**Cell outlines without signal wires**

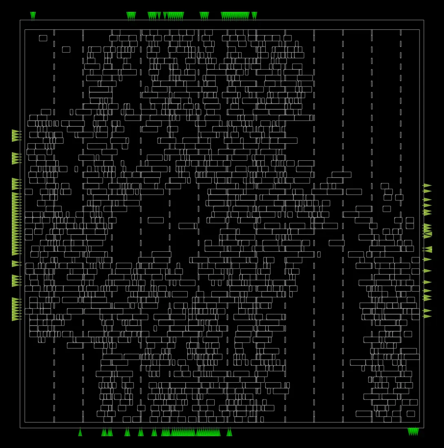
**Signal wires on met3**

The bar under the picture is 50 µm long.
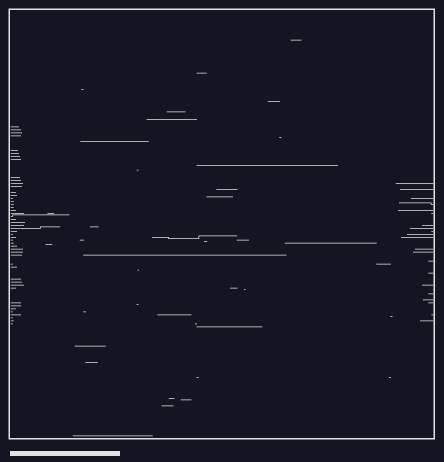
[config.mk]
export PLATFORM = sky130hd
export DESIGN_NAME = array_wta_min
export DESIGN_NICKNAME = d
export VERILOG_FILES = /design/src/rtl/array_wta_min.sv
export SDC_FILE = /design/constraint.sdc
export NUM_CORES = 1
export LEC_CHECK = 0
export CAP_MARGIN = 20
export CORE_AREA = 2 2 191 193
export DETAILED_ROUTE_END_ITERATION = 6
export DIE_AREA = 0 0 193 195
export MAX_ROUTING_LAYER = met4
export PLACE_DENSITY = 0.55
export SYNTH_ARGS = -nofsm -noshare
export SYNTH_HDL_FRONTEND = slang
export SYNTH_SLANG_ARGS = --single-unit
[constraint.sdc]
create_clock -name clk -period 2.6 [get_ports clk]
set_input_delay 0.26 -clock clk [delete_from_list [all_inputs] [get_ports clk]]
set_output_delay 0.26 -clock clk [all_outputs]
set_load 0.01 [all_outputs]
[src/rtl/array_wta_min.sv]
// Winner-take-all over one array of saturated matching costs per cycle: a pipelined
// binary min tree returns the lowest index among the minima, its cost, and a per-line column.
module array_wta_min #(
  parameter int dataIn_depth = 4,
  parameter int ArrL         = 32,
  parameter int IdxW         = 5,
  parameter int ColW         = 11
) (
  input  logic                           clk,
  input  logic                           rst,
  input  logic [dataIn_depth*ArrL-1:0]   DIn,
  input  logic                           DIn_valid,
  input  logic                           DIn_sol,
  output logic [IdxW-1:0]                DOut_idx,
  output logic [dataIn_depth-1:0]        DOut_cost,
  output logic                           DOut_nomatch,
  output logic [ColW-1:0]                DOut_col,
  output logic                           DOut_sol,
  output logic                           DOut_valid
);

  // Streaming handshake: no backpressure. DIn/DIn_sol are consumed on every cycle
  // with DIn_valid=1; DOut_* are meaningful only on cycles with DOut_valid=1, which
  // follow the matching input by exactly IdxW cycles, gaps preserved.

  // v_st[j]/s_st[j] is the valid/sol sideband arriving at tree level j+1.
  logic [IdxW-1:0] v_q, s_q;
  logic [IdxW-1:0] v_st, s_st;

  always_comb begin
    v_st    = '0;
    s_st    = '0;
    v_st[0] = DIn_valid;
    s_st[0] = DIn_sol & DIn_valid;
    for (int j = 1; j < IdxW; j++) begin
      v_st[j] = v_q[j-1];
      s_st[j] = s_q[j-1];
    end
  end

  always_ff @(posedge clk) begin
    if (rst) begin
      v_q <= '0;
      s_q <= '0;
    end else begin
      v_q <= v_st;
      s_q <= s_st;
    end
  end

  // The left operand always carries the lower indices, so it keeps ties.
  for (genvar k = 1; k <= IdxW; k++) begin : lvl
    for (genvar i = 0; i < (ArrL >> k); i++) begin : node
      logic [dataIn_depth-1:0] ca, cb, w_c, c_q;
      logic [IdxW-1:0]         xa, xb, w_x, x_q;

      if (k == 1) begin : leaf
        assign ca = DIn[dataIn_depth*(2*i)   +: dataIn_depth];
        assign cb = DIn[dataIn_depth*(2*i+1) +: dataIn_depth];
        assign xa = IdxW'(2*i);
        assign xb = IdxW'(2*i+1);
      end else begin : inner
        assign ca = lvl[k-1].node[2*i].c_q;
        assign cb = lvl[k-1].node[2*i+1].c_q;
        assign xa = lvl[k-1].node[2*i].x_q;
        assign xb = lvl[k-1].node[2*i+1].x_q;
      end

      always_comb begin
        w_c = ca;
        w_x = xa;
        if (cb < ca) begin
          w_c = cb;
          w_x = xb;
        end
      end

      always_ff @(posedge clk) begin
        if (rst) begin
          c_q <= '0;
          x_q <= '0;
        end else begin
          c_q <= w_c;
          x_q <= w_x;
        end
      end
    end
  end

  logic            nm_q;
  logic [ColW-1:0] col_q, next_col;

  // next_col is the column the next non-sol output will take.
  always_ff @(posedge clk) begin
    if (rst) begin
      nm_q     <= 1'b0;
      col_q    <= '0;
      next_col <= '0;
    end else begin
      nm_q <= &lvl[IdxW].node[0].w_c;
      if (v_st[IdxW-1]) begin
        if (s_st[IdxW-1]) begin
          col_q    <= '0;
          next_col <= ColW'(1);
        end else begin
          col_q    <= next_col;
          next_col <= next_col + ColW'(1);
        end
      end
    end
  end

  assign DOut_idx     = lvl[IdxW].node[0].x_q;
  assign DOut_cost    = lvl[IdxW].node[0].c_q;
  assign DOut_nomatch = nm_q;
  assign DOut_col     = col_q;
  assign DOut_sol     = s_q[IdxW-1];
  assign DOut_valid   = v_q[IdxW-1];

endmodule
==> out/results.txt <==
Status = complete, no violations
Fraction of area in registers = 33.5%
Hold_ws = 0.213 ns
Vias per std cell = 4.36
Setup crit end = DOut_idx[0]$_SDFF_PP0_
Dominant register cell = dfxtp_1
Logic inverters = 132
Clock Latency Late Sink = 0.52 ns
Crit path kind = flip-flop to flip-flop
Clk network pwr share = 39.4%
Max_cap viols = 0
Grt met1 use = 15.5%
Hold path depth = 2
Mi-comb count = 819
Die Area = 37600 µm²
Worst ir drop on vdd = 0.438 mV
R2R Path Start = lvl[4].node[0].c_q[1]$_SDFF_PP0_
ANT cells = 0
Largest area contributor in the netlist = dfxtp_1
Layout net count = 1592
Final Hold Viols = 0
Die Span Y = 195 µm
Netlist Area Pre-Place = 10600 µm²
Flops out of synthesis = 226
Power Density = 700 nW/µm²
Sw Ratio = 26.1%
Max Clock Skew = 0.0107 ns
GRT overflow = 0
Pre-placement core utilization = 29.9%
Sequential share of power = 41.7%
MI comb area = 5370 µm²
YS warnings = 0
Fraction of layout cells with a size suffix above 1 = 5.34%
Clk slew on worst S/H paths = 0.06 ns
CP Cell Sequence = inv_1 -> ha_1 -> a2111oi_2 -> a21oi_1 -> mux2i_1
Met2 GRT Util = 18.4%
I/O Buffers = 154
Syn Inst Count = 1217
Int Power = 6.98 mW
Top-count cell post-synth = nand2_1
Setup crit start = lvl[4].node[0].c_q[1]$_SDFF_PP0_
Synth Net Count = 1444
Back to the opening pictures, 'cell outlines without signal wires':
Taps Inserted: 461
flop count: 226
FILL cells: 3550
Final Non-Filler Cells: 1846
# rows: 69

Back to the opening pictures, 'signal wires on met3':
main direction: horizontal
share of all routed wire: 3.9%
nets with wire on the layer: 83
final wirelength: 21500 µm
global routing usage on met3: 1.62%
via count: 8050

==> cells by family after synthesis <==
logic type | Yosys count | synth area share, %
XOR/XNOR | 7 | 0.579
AND/OR/NAND/NOR | 424 | 16.6
buffers and inverters | 172 | 6.46
flip-flops | 226 | 42.8
adder cells (fa/ha/maj) | 95 | 11.2
multiplexers | 133 | 12.6
AND-OR/OR-AND | 160 | 9.77
==> registers in the layout, summed over array words and instances, names as in the netlist <==
signal	count
DOut_idx	5
DOut_nomatch	1
lvl.node.c_q	120
next_col	11
DOut_cost	4
v_q	5
DOut_col	11
s_q	5
lvl.node.x_q	64
==> layout by cell type (no fill, tap or decap), types with 3 or more instances in the layout <==
cell / n
nor2b_1: 10
inv_1: 131
dfxtp_1: 226
nand2b_1: 34
a21oi_2: 6
clkbuf_8: 4
clkinv_2: 7
bufinv_16: 3
nand2_1: 254
a21oi_1: 90
a2111oi_2: 15
ha_1: 95
nand4_1: 7
clkdlybuf4s50_1: 153
nor3_1: 3
clkbuf_16: 27
a2111oi_0: 16
buf_12: 3
nor2_1: 106
buf_4: 3
xor2_1: 5
mux2i_1: 133
o21ai_0: 33
clkbuf_1: 4
==> power groups by stage <==
| stage | sequential, mW | combinational [mW] | clock (mW) |
|---|---|---|---|
| floorplan | 3.95 | 1.33 | 0 |
| global placement | 4.01 | 1.78 | 0 |
| detailed placement | 4.01 | 1.81 | 0 |
| CTS | 3.94 | 1.82 | 3.83 |
| global route | 3.97 | 2.02 | 3.97 |
| finish | 3.93 | 1.79 | 3.72 |
==> worst register-to-register path, stage by stage, from the launching register on <==
cell and delay (ns):
dfxtp_1 0.36, inv_1 0.06, ha_1 0.28, a2111oi_2 0.06, a21oi_1 0.85, mux2i_1 0.29
Power figures rest on the tool's default switching activity, not on a simulated workload.
